==> config.mk <==
export PLATFORM = sky130hd
export DESIGN_NAME = exe_mem_reg
export DESIGN_NICKNAME = d
export VERILOG_FILES = /design/src/rtl/exe_mem_reg.sv
export SDC_FILE = /design/constraint.sdc
export NUM_CORES = 1
export LEC_CHECK = 0
export ABC_AREA = 1
export CAP_MARGIN = 20
export CORE_AREA = 2 2 98 100
export DETAILED_ROUTE_END_ITERATION = 8
export DIE_AREA = 0 0 100 102
export DONT_BUFFER_PORTS = 1
export PLACE_DENSITY_LB_ADDON = 0.3
export SLEW_MARGIN = 20
export SYNTH_ARGS = -nofsm -noshare
export SYNTH_HDL_FRONTEND = slang
export SYNTH_SLANG_ARGS = --single-unit
export TNS_END_PERCENT = 10
==> constraint.sdc <==
create_clock -name clk -period 2.94 [get_ports clk]
set_clock_uncertainty 0.1 [all_clocks]
set_input_delay 0.441 -clock clk [delete_from_list [all_inputs] [get_ports clk]]
set_output_delay 0.441 -clock clk [all_outputs]
set_load 0.005 [all_outputs]
**Run 1: drive-strength map**

(4 px per um)
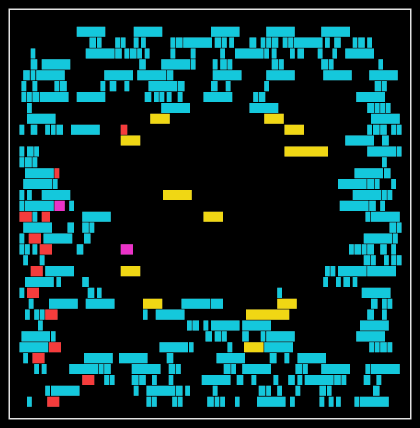
[x1 and smaller] cyan | cells: 310
[x2] red | cells: 13
[x6 and larger] yellow | cells: 12
[x3 and x4] magenta | cells: 2
synthesis-to-layout area growth: -14.47%
post-route worst setup slack: 1064 ps
Signal buffers: 2
design area: 2973 um^2

**Run 1: gate families picked out**

(4 px per um)
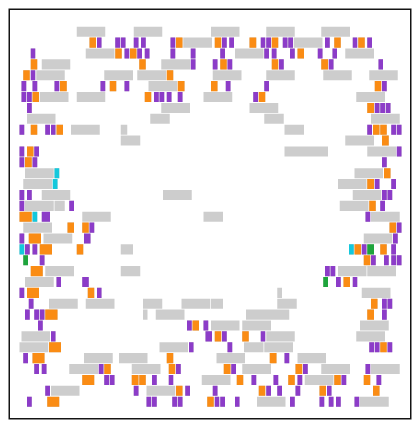
[nor cells] green | cells: 3 | most used: nor2_1
[inv cells] cyan | cells: 5 | most used: inv_1
[nand cells] purple | cells: 156 | most used: nand2_1 | where: spread over the die
[aoi and oai cells] orange | cells: 78 | most used: a21oi_1 | where: spread over the die
dominant logic cell type in the layout: nand2_1
Non-Filler Instances: 448
Comb area share: 0.3502

**Run 1: cell outlines without signal wires**

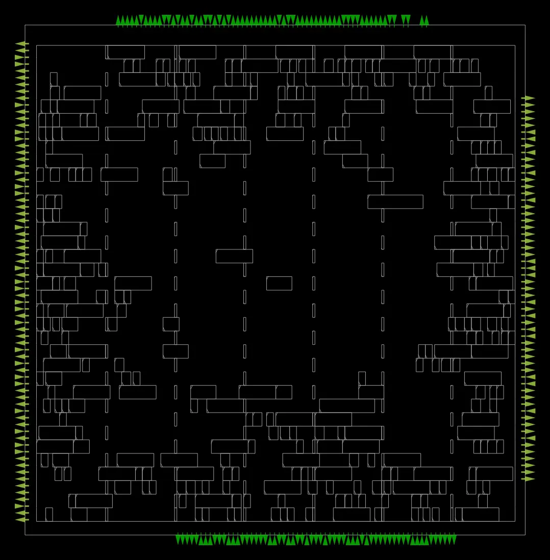
filler instances: 960
fin util: 0.3264

**Run 1: routed metal, one color a layer**

(4 px per um) Only two layers are drawn.
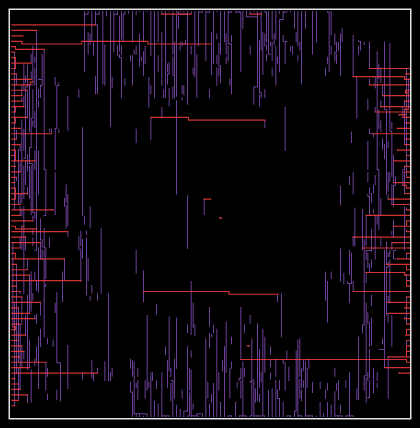
[M2] purple | wire length: 3340 um
[M3] red | wire length: 705 um
Vias: 2245
Routed WL: 7064 um

==> results.yml, run 1 <==
# yosys + openroad results
global_route:
  grt_pass1_wl_um: 10570
  grt_start_max_net_pins: 78
  grt_pass1_vias: 2093
clock_tree:
  cts_root_buf: "clkbuf_8"
  cts.repair.resized: 0
  postCtsSetupBuffers: 0
  cts_sinks: 77
  clkTransAtPathRegs_ps: 80
  cts.path.max_buffers: 2
  clkLatencyLatePin_ps: 330
  tritoncts: "built"
floorplan:
  chipArea_um2: 10200
  row_count: 35
  fp-utilization: 0.3816
  die_w_um: 100
  dieHeight_um: 102
  coreArea_um2: 9109
synth:
  ys_seq_share: 0.4435
  syn_inst: 441
  ys_sh_xor: 0
  syn_nets: 521
  synth_top_area_share: 0.4435
  ys_cells: 441
  ys_types: 16
  edf_count: 0
  adder_share: 0
  yosysMostFrequentCell: "nand2_1"
  synthTopCellsByArea: "dfxtp_1, buf_4, nand2_1"
  ys_ff: 77
  ys_sh_simple: 0.1764
  avgSynthCellArea_um2: 7.882
  logic_family: "buffers and inverters"
  ys_sh_mux: 0
  top_cells_by_count: "nand2_1, buf_4, dfxtp_1"
  syn_area_um2: 3476
critical_path:
  worst-path-stages: 2
  cp_cell_sequence: "nand2_2 -> inv_2"
  path_buffers: 1
  reg2reg_depth: 5
  crit_required_ps: 2400
  crit_fanout: 38
  criticalPathCategory: "register to primary output"
  reg2reg_slack_ps: 1230
  cp-start-kind: "register"
  worstSetupEndpointType: "primary output"
timing:
  slew_headroom: 0.5127
  period_used_share: 0.6382
  max_freq_mhz: 532.9
  finalHoldViolations: 0
  fin_tns_setup_ps: 0
  drv_slew: 0
  rsz0062_at_grt: "no"
  holdWs_ps: 68.35
  setup_viol: 0
pwr:
  leakagePower_nw: 1.232
  comb-power_mw: 0.0964
  intPower_mw: 1.623
  pg_seq_mw: 1.19
  p_clk_mw: 0.843
  combPwrFrac: 0.045
  p_clk_frac: 0.396
  peakVddDrop_v: 0.0002319
  seqPwrFrac: 0.559
  power.switching_mw: 0.5076
  swShare: 0.2383
  maxPowerGroup: "sequential cells"
drt:
  route.detailed.drc: 0
  post_drt_wl_per_cell_um: 15.77
  vias_per_cell: 5.011
  initialDrtViolationCount: 65
  ant_nets: 0
finish:
  n_antenna_cell: 0
  flop_area_um2: 1541
  inverters: 5
  nMultiInputCombCells: 238
  combGateArea_um2: 1041
  nNetsFinal: 413
  buf_share: 0.009259
  drive_above_1_share: 0.08012
  seq_share: 0.5185
  nClkBuffers: 11
placement:
  globalplace.congestion: 0.6552
  post-dp-hpwl_um: 4687
  place_inst: 433
  port_buffers: 0
flow_run:
  warning_count: 26
worst_hold_path:
  min_path_cells: 1
outcome:
  status: "completed"
[run 1: worst reg2reg max path, delay by kind of cell (launching register included)]
family | cells | cell delay (ps)
flops | 1 | 420
simple gates | 2 | 180
compound gates | 1 | 150
buf+inv | 2 | 790
[run 1: routing by layer]
layer / track usage / wire, um
met1: 0.1496 / 2837
met2: 0.2152 / 3334
met3: 0.06088 / 704
met4: 0.06112 / 186
met5: 0 / 0
[run 1: placed cells by master, fill, tap and decap left out, drive strengths merged]
master / count
nand2: 153
dfxtp: 77
a21oi: 77
clkbuf: 11
inv: 5
nand3: 3
nor2: 2
bufinv: 2
clkinv: 2
buf: 2
nor3: 1
and3b: 1
o21ai: 1
==> run 1 -> run 2 <==
clock period = 1.8 ns   (was 2.94 ns; I/O delays follow)
**Run 2: wire density map**

(3 px per um) The die is cut into 20 by 20 equal tiles; dark purple is low, yellow is high, scaled to the fullest tile. Values are wire area over tile area, all layers added.
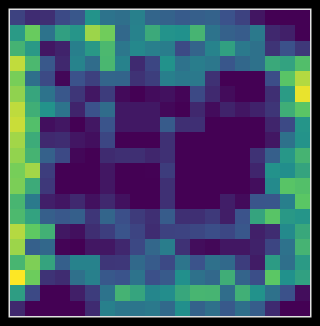
fullest tile: 0.42
densest ninth of the die: top left
nearly empty tiles: 18%
emptiest ninth of the die: middle
mean over tiles: 0.12
Vias: 2248
GRT Total Usage: 0.1341
Wirelength per Cell: 16.04 um

**Run 2: gate families picked out**

(4 px per um)
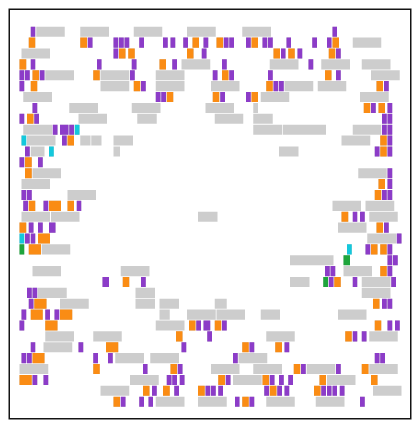
[aoi and oai cells] orange | cells: 78 | most used: a21oi_1 | where: spread over the die
[nand cells] purple | cells: 156 | most used: nand2_1 | where: spread over the die
[nor cells] green | cells: 3 | most used: nor2_1
[inv cells] cyan | cells: 5 | most used: inv_1
Comb area share: 0.3471
Non-Filler Instances: 450

**Run 2: cell outlines without signal wires**

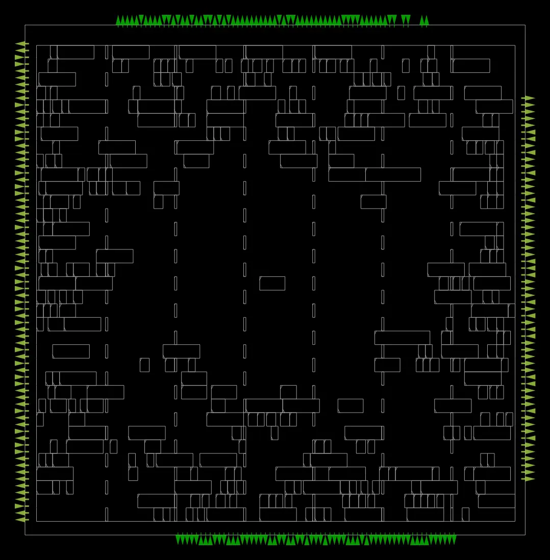
Core Region: 9109 um^2
flop share of the area: 0.5140

==> run 2 against run 1 <==
Compared with the run above: the flow now finishes with violations (negative hold slack); non-clock buffer count up 2; first-iteration DRC count increased by 40%; register-to-register slack lost 1100 ps; synthesized area unchanged; count of clock-buffer cells in the layout stayed put; critical path depth is 2 higher; sequential share of layout area down 0.45 points; largest cell class unchanged.
==> results.yml, run 2 <==
# yosys + openroad results
outcome:
  status: "finished with violations"
  violations: "negative hold slack"
synth:
  ys_sh_aoi: 0.1231
  adder_share: 0
  syn_inst: 441
  ys_seq_share: 0.4435
  synthTopCellsByArea: "dfxtp_1, buf_4, nand2_1"
  ys_sh_xor: 0
  yosysChipArea_um2: 3476
  ys_types: 16
  top_area_cell: "dfxtp_1"
  synth_top_area_share: 0.4435
  ys_cells: 441
  top_cells_by_count: "nand2_1, buf_4, dfxtp_1"
  ys_warn_count: 0
  logic_family: "buffers and inverters"
  ys_sh_simple: 0.1764
  edf_count: 0
  synth_top_flop_cell: "dfxtp_1"
  avgSynthCellArea_um2: 7.882
  syn_nets: 521
  ys_ff: 77
  yosysMostFrequentCell: "nand2_1"
  ys_sh_mux: 0
  syn_area_um2: 3476
  async_flop_share: 0
placement:
  place_ws_ps: 430.4
  port_buffers: 0
  globalplace.congestion: 0.6704
  place_inst: 434
  post-dp-hpwl_um: 4794
global_route:
  grt_pass1_wl_um: 10860
  busiest_layer: "met2"
  grt.overflow.total: 0
  met3_usage: 0.06361
  grt_pass1_vias: 2160
  antenna_found_initial: 0
  grt_start_max_net_pins: 78
  grt_use_met2: 0.2323
  grtUsageMet1: 0.1445
clock_tree:
  cts-htree-levels: 3
  cts.repair.resized: 0
  postCtsSetupBuffers: 0
  cts.path.max_buffers: 2
  clkLatencyLatePin_ps: 330
  cts_root_buf: "clkbuf_8"
  clkTransAtPathRegs_ps: 80
  tritoncts: "built"
  ctsHoldBuffers: 1
  cts_buffers: 9
  cts_sinks: 77
drt:
  wl_um: 7217
  vias_per_cell: 4.996
  route.detailed.drc: 0
  ant_nets: 0
  dr.pass1.iters: 4
  top_layer: "met4"
  initialDrtViolationCount: 91
  routed-wl-met3_um: 717
  wl_met1_um: 2825
  route.met2.wl_um: 3583
pwr:
  maxPowerGroup: "sequential cells"
  power.switching_mw: 0.8446
  powerDensity_nw_per_um2: 1177
  pg_seq_mw: 1.94
  combPwrFrac: 0.045
  comb-power_mw: 0.159
  p_total_mw: 3.531
  p_clk_frac: 0.404
  seqPwrFrac: 0.551
  leakagePower_nw: 1.250
  swShare: 0.2392
  p_clk_mw: 1.43
  peakVddDrop_v: 0.0004307
  intPower_mw: 2.686
timing:
  fin_tns_setup_ps: 0
  holdWs_ps: -99.81
  max_freq_mhz: 604.1
  setup_viol: 0
  finalHoldViolations: 74
  setup_slack_ps: 144.6
  rsz0062_at_grt: "no"
  finalCriticalPeriod_ps: 1655
  slew_headroom: 0.7149
  tightest_slew_ps: 426.1
  drv_slew: 0
  period_used_share: 0.9197
critical_path:
  max_stage_delay_ps: 560
  crit_fanout: 77
  cp_cell_sequence: "nand2_2 -> buf_12 -> a21oi_1 -> dlygate4sd3_1"
  reg2reg_slack_ps: 140
  cp_slowest_cell: "dlygate4sd3_1"
  worstSetupEndpointType: "register"
  arrival_ps: 1780
  criticalPathCategory: "register to register"
  reg2reg_depth: 4
  cp-start-kind: "register"
  crit_required_ps: 1920
finish:
  lay_top_cells: "nand2_1, dfxtp_1, a21oi_1"
  nNetsFinal: 415
  fillers: 990
  flop_area_um2: 1541
  area_growth_pct: -13.71
  drive_above_1_share: 0.08555
  lay_top_count: "nand2_1"
  combGateArea_um2: 1041
  n_antenna_cell: 0
floorplan:
  die_w_um: 100
  chipArea_um2: 10200
  boundaryPins: 254
  dieHeight_um: 102
  row_count: 35
  fp-utilization: 0.3816
worst_hold_path:
  min_path_cells: 1
  hold_class: "input port to register"
flow_run:
  warning_count: 28
  drv_cap: 0
## run 2: cell counts after synthesis
Identical to the previous run, type by type.
## run 2: critical path, delay by kind of cell, from the launching register on
family	cells	cell delay (ps)
compound gates	1	120
buf+inv	2	850
flops	1	350
simple gates	1	120
## run 2: layout make-up
cell class / count / share of cell area
clock buffers: 11 / 0.04714
clock inverters: 4 / 0.02420
inverters: 5 / 0.006258
multi-input cells: 238 / 0.3471
flip-flops and latches: 77 / 0.5140
well taps: 111 / 0.04631
repair buffers: 4 / 0.01502
## run 2: stage by stage
stage | util | hold WS (ps) | area [um^2]
after floorplan | - | 317.4 | 3476
after global placement | 0.3047 | 245.1 | 2775
after detailed placement | 0.3047 | 245.6 | 2775
after CTS | 0.3293 | -135.3 | 2999
after global routing | 0.3293 | -139.7 | 2999
final | 0.3293 | -99.81 | 2999
Power is estimated from default activity; no workload was simulated.
